Fig. 1: metal 1
Scale: 1.5 px per µm. Supply wires on this layer in gray.
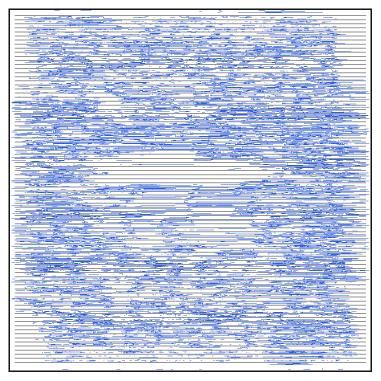
Fig. 2: met2 routing
Scale: 1 px per µm. Cells faint in the background.
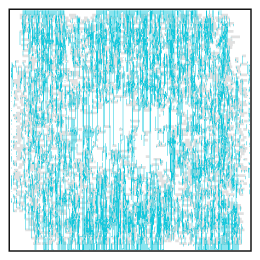
Fig. 3: signal wires on met3
Scale: 1.5 px per µm.
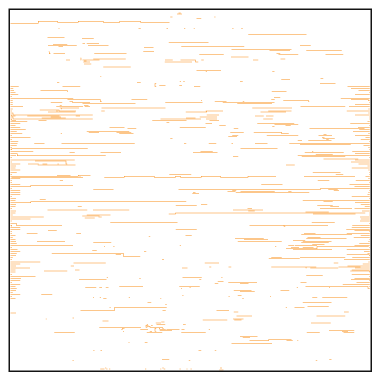
Fig. 4: the metal 4 layer
Scale: 1.5 px per µm. Supply wires on this layer in gray.
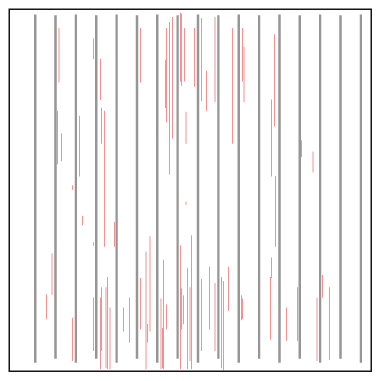
<file path="src/rtl/fica_mat_pkg.sv">
// fica_mat_pkg: shared widths, matrix order and serializer state encoding
package fica_mat_pkg;
  localparam int DW_MAT = 26;
  localparam int ROWS = 4;
  typedef enum logic [1:0] {IDLE, SEND, DONE} ser_state_t;
  typedef logic signed [0:ROWS-1][DW_MAT-1:0] mat_row_t;
endpackage

</file>
<file path="src/rtl/symm_row_mux.sv">
// symm_row_mux: picks row (or column when transposed) sel of a 4x4 matrix, m[4*(R-1)+(C-1)] = iRC
module symm_row_mux
  import fica_mat_pkg::*;
#(
  parameter int DW = DW_MAT
) (
  input  logic [15:0][DW-1:0] m,
  input  logic [1:0]          sel,
  input  logic                transpose,
  output logic [3:0][DW-1:0]  row
);
  for (genvar j = 0; j < 4; j++) begin : g_col
    localparam logic [1:0] J = 2'(j);
    assign row[j] = transpose ? m[{J, sel}] : m[{sel, J}];
  end
endmodule

</file>
<file path="src/rtl/symm_row_serializer.sv">
// symm_row_serializer: captures a 4x4 signed matrix and streams it one row per valid/ready beat.
// Optional SYMM_SER_TRANSPOSE_EN adds a transpose input that streams columns instead of rows.
module symm_row_serializer
  import fica_mat_pkg::*;
#(
  parameter int DW = DW_MAT,
  parameter int ROWS = 4
) (
  input  logic                 clk_ser,
  input  logic                 rst_ser,
  input  logic                 load,
  output logic                 load_rdy,
  input  logic                 dest_in,
`ifdef SYMM_SER_TRANSPOSE_EN
  input  logic                 transpose,
`endif
  input  logic signed [DW-1:0] i11, i12, i13, i14,
  input  logic signed [DW-1:0] i21, i22, i23, i24,
  input  logic signed [DW-1:0] i31, i32, i33, i34,
  input  logic signed [DW-1:0] i41, i42, i43, i44,
  output logic                 row_valid,
  input  logic                 row_ready,
  output logic signed [DW-1:0] r1, r2, r3, r4,
  output logic [1:0]           row_idx,
  output logic                 row_last,
  output logic                 row_dest,
  output logic                 done
);
  if (ROWS != 4) begin : g_rows_chk
    $fatal(1, "symm_row_serializer: ROWS must be 4");
  end
  ser_state_t state;
  logic [15:0][DW-1:0] m, in_m;
  logic [3:0][DW-1:0] nrow;
  logic tr, tr_in, acc;
  assign in_m = {i44, i43, i42, i41, i34, i33, i32, i31, i24, i23, i22, i21, i14, i13, i12, i11};
`ifdef SYMM_SER_TRANSPOSE_EN
  assign tr_in = transpose;
`else
  assign tr_in = 1'b0;
`endif
  assign load_rdy = state == IDLE && !rst_ser;
  assign acc = load && load_rdy;
  assign row_last = row_valid && row_idx == 2'd3;
  // On accept the first row comes straight from the inputs so it is visible the next cycle
  symm_row_mux #(.DW(DW)) u_mux (
    .m(acc ? in_m : m),
    .sel(acc ? 2'd0 : row_idx + 2'd1),
    .transpose(acc ? tr_in : tr),
    .row(nrow)
  );
  always_ff @(posedge clk_ser) begin
    if (rst_ser) begin
      state <= IDLE;
      row_valid <= 1'b0;
      done <= 1'b0;
      row_idx <= '0;
      row_dest <= 1'b0;
      m <= '0;
      tr <= 1'b0;
      {r4, r3, r2, r1} <= '0;
    end else begin
      case (state)
        IDLE: if (load) begin
          m <= in_m;
          tr <= tr_in;
          row_dest <= dest_in;
          row_idx <= '0;
          row_valid <= 1'b1;
          {r4, r3, r2, r1} <= nrow;
          state <= SEND;
        end
        SEND: if (row_ready) begin
          if (row_idx == 2'd3) begin
            row_valid <= 1'b0;
            done <= 1'b1;
            state <= DONE;
          end else begin
            row_idx <= row_idx + 2'd1;
            {r4, r3, r2, r1} <= nrow;
          end
        end
        default: begin
          done <= 1'b0;
          state <= IDLE;
        end
      endcase
    end
  end
endmodule

</file>
<file path="config.mk">
export PLATFORM = sky130hd
export DESIGN_NAME = symm_row_serializer
export DESIGN_NICKNAME = d
export VERILOG_FILES = /design/src/rtl/fica_mat_pkg.sv /design/src/rtl/symm_row_mux.sv /design/src/rtl/symm_row_serializer.sv
export SDC_FILE = /design/constraint.sdc
export NUM_CORES = 1
export LEC_CHECK = 0
export ABC_AREA = 1
export CORE_MARGIN = 3
export CORE_UTILIZATION = 40
export DETAILED_ROUTE_END_ITERATION = 10
export PLACE_DENSITY_LB_ADDON = 0.12
export SLEW_MARGIN = 30
export SYNTH_ARGS = -nofsm -noshare
export SYNTH_HDL_FRONTEND = slang
export SYNTH_SLANG_ARGS = --single-unit
</file>
<file path="constraint.sdc">
create_clock -name clk_ser -period 2.31 [get_ports clk_ser]
set_input_delay 0.231 -clock clk_ser [delete_from_list [all_inputs] [get_ports clk_ser]]
set_output_delay 0.231 -clock clk_ser [all_outputs]
set_load 0.05 [all_outputs]
</file>
==> results.yml <==
# generated from flow reports
final_timing:
  hold_viol: 0
  setup_viol_count_final: 0
  worst_clock_skew_ps: 13.5
critical_path:
  crit_start: "row_idx[1]"
  cp_num_cells: 1
  path_cells: "clkdlybuf4s50_1"
  cpLargestDelayFamily: "buffers and inverters"
  r2r_slack_ps: 320
  timing.rr.end: "r1[17]"
pwr:
  p_total_mw: 25.4
  seq-power_mw: 10.4
  top_power_group: "sequential cells"
  power_switching_share_pct: 31.8
  powerClk_mw: 8.84
  power.density_mw_per_mm2: 854
  leakage_nw: 12.9
finish:
  drive_above_1_share_pct: 4.43
  layout.nets: 3951
  dominant-cell-class: "flip-flops and latches"
  n_all_buffers: 592
  comb_share_pct: 33.4
  register_area_mm2: 0.0106
  largest_register_ffs: 416
  inv_count: 119
  n_fill_cell: 5167
  area_growth_pct: 35.4
synthesis:
  synthTopLogicFamily: "simple AND/OR/NAND/NOR gates"
  aoi_share_pct: 11.5
  common_cells: "nand2_1 (1123), dfxtp_1 (527), nand3_1 (487)"
  synth_top_area_share_pct: 48.0
  fp_nets: 3561
  mux_area_share_pct: 0
  yosysSeqAreaShare_pct: 48.0
  synth-seq-cells: 527
  yosysUniqueCellTypes: 23
floorplan:
  die_x_um: 240
  initCoreUtil_pct: 40.6
placement:
  place.gp.congestion: 0.846
clocking:
  postCtsSetupRepairBufs: 0
  cts_hold_buf: 0
  h-tree-depth: 2
  clk_pin_slew_ps: 60
global_route:
  grt_max_degree: 199
  gr-usage-all-layers_pct: 27.4
  grt_pass1_wl_mm: 125
drt:
  wl_met3_mm: 5.93
  wl_per_cell_um: 19.2
  dr_wl_met2_mm: 38.1
  dr.pass1.iters: 6
run_status:
  status: "finished clean"
-- Fig. 1 (at the start) --
share of all routed wire	43%
main direction	horizontal
wire length on this layer	35.1 mm
nets with wire on the layer	3628
via count: 22800
drt total wl: 82.1 mm
global routing usage on met1: 36.7%

-- Fig. 2 (at the start) --
share of all routed wire	46%
main direction	vertical
nets with wire on the layer	3115
GR met2 Demand/Resource: 43.6%

-- Fig. 3 (at the start) --
longest straight run	126 µm
nets with wire on the layer	387
main direction	horizontal
share of all routed wire	7.2%
wire length on this layer	5930 µm
met3 layer usage reported by global route: 5.13%

-- Fig. 4 (at the start) --
longest straight run	101 µm
nets with wire on the layer	57
wire length on this layer	2900 µm
share of all routed wire	3.5%

Power is estimated from default activity; no workload was simulated.
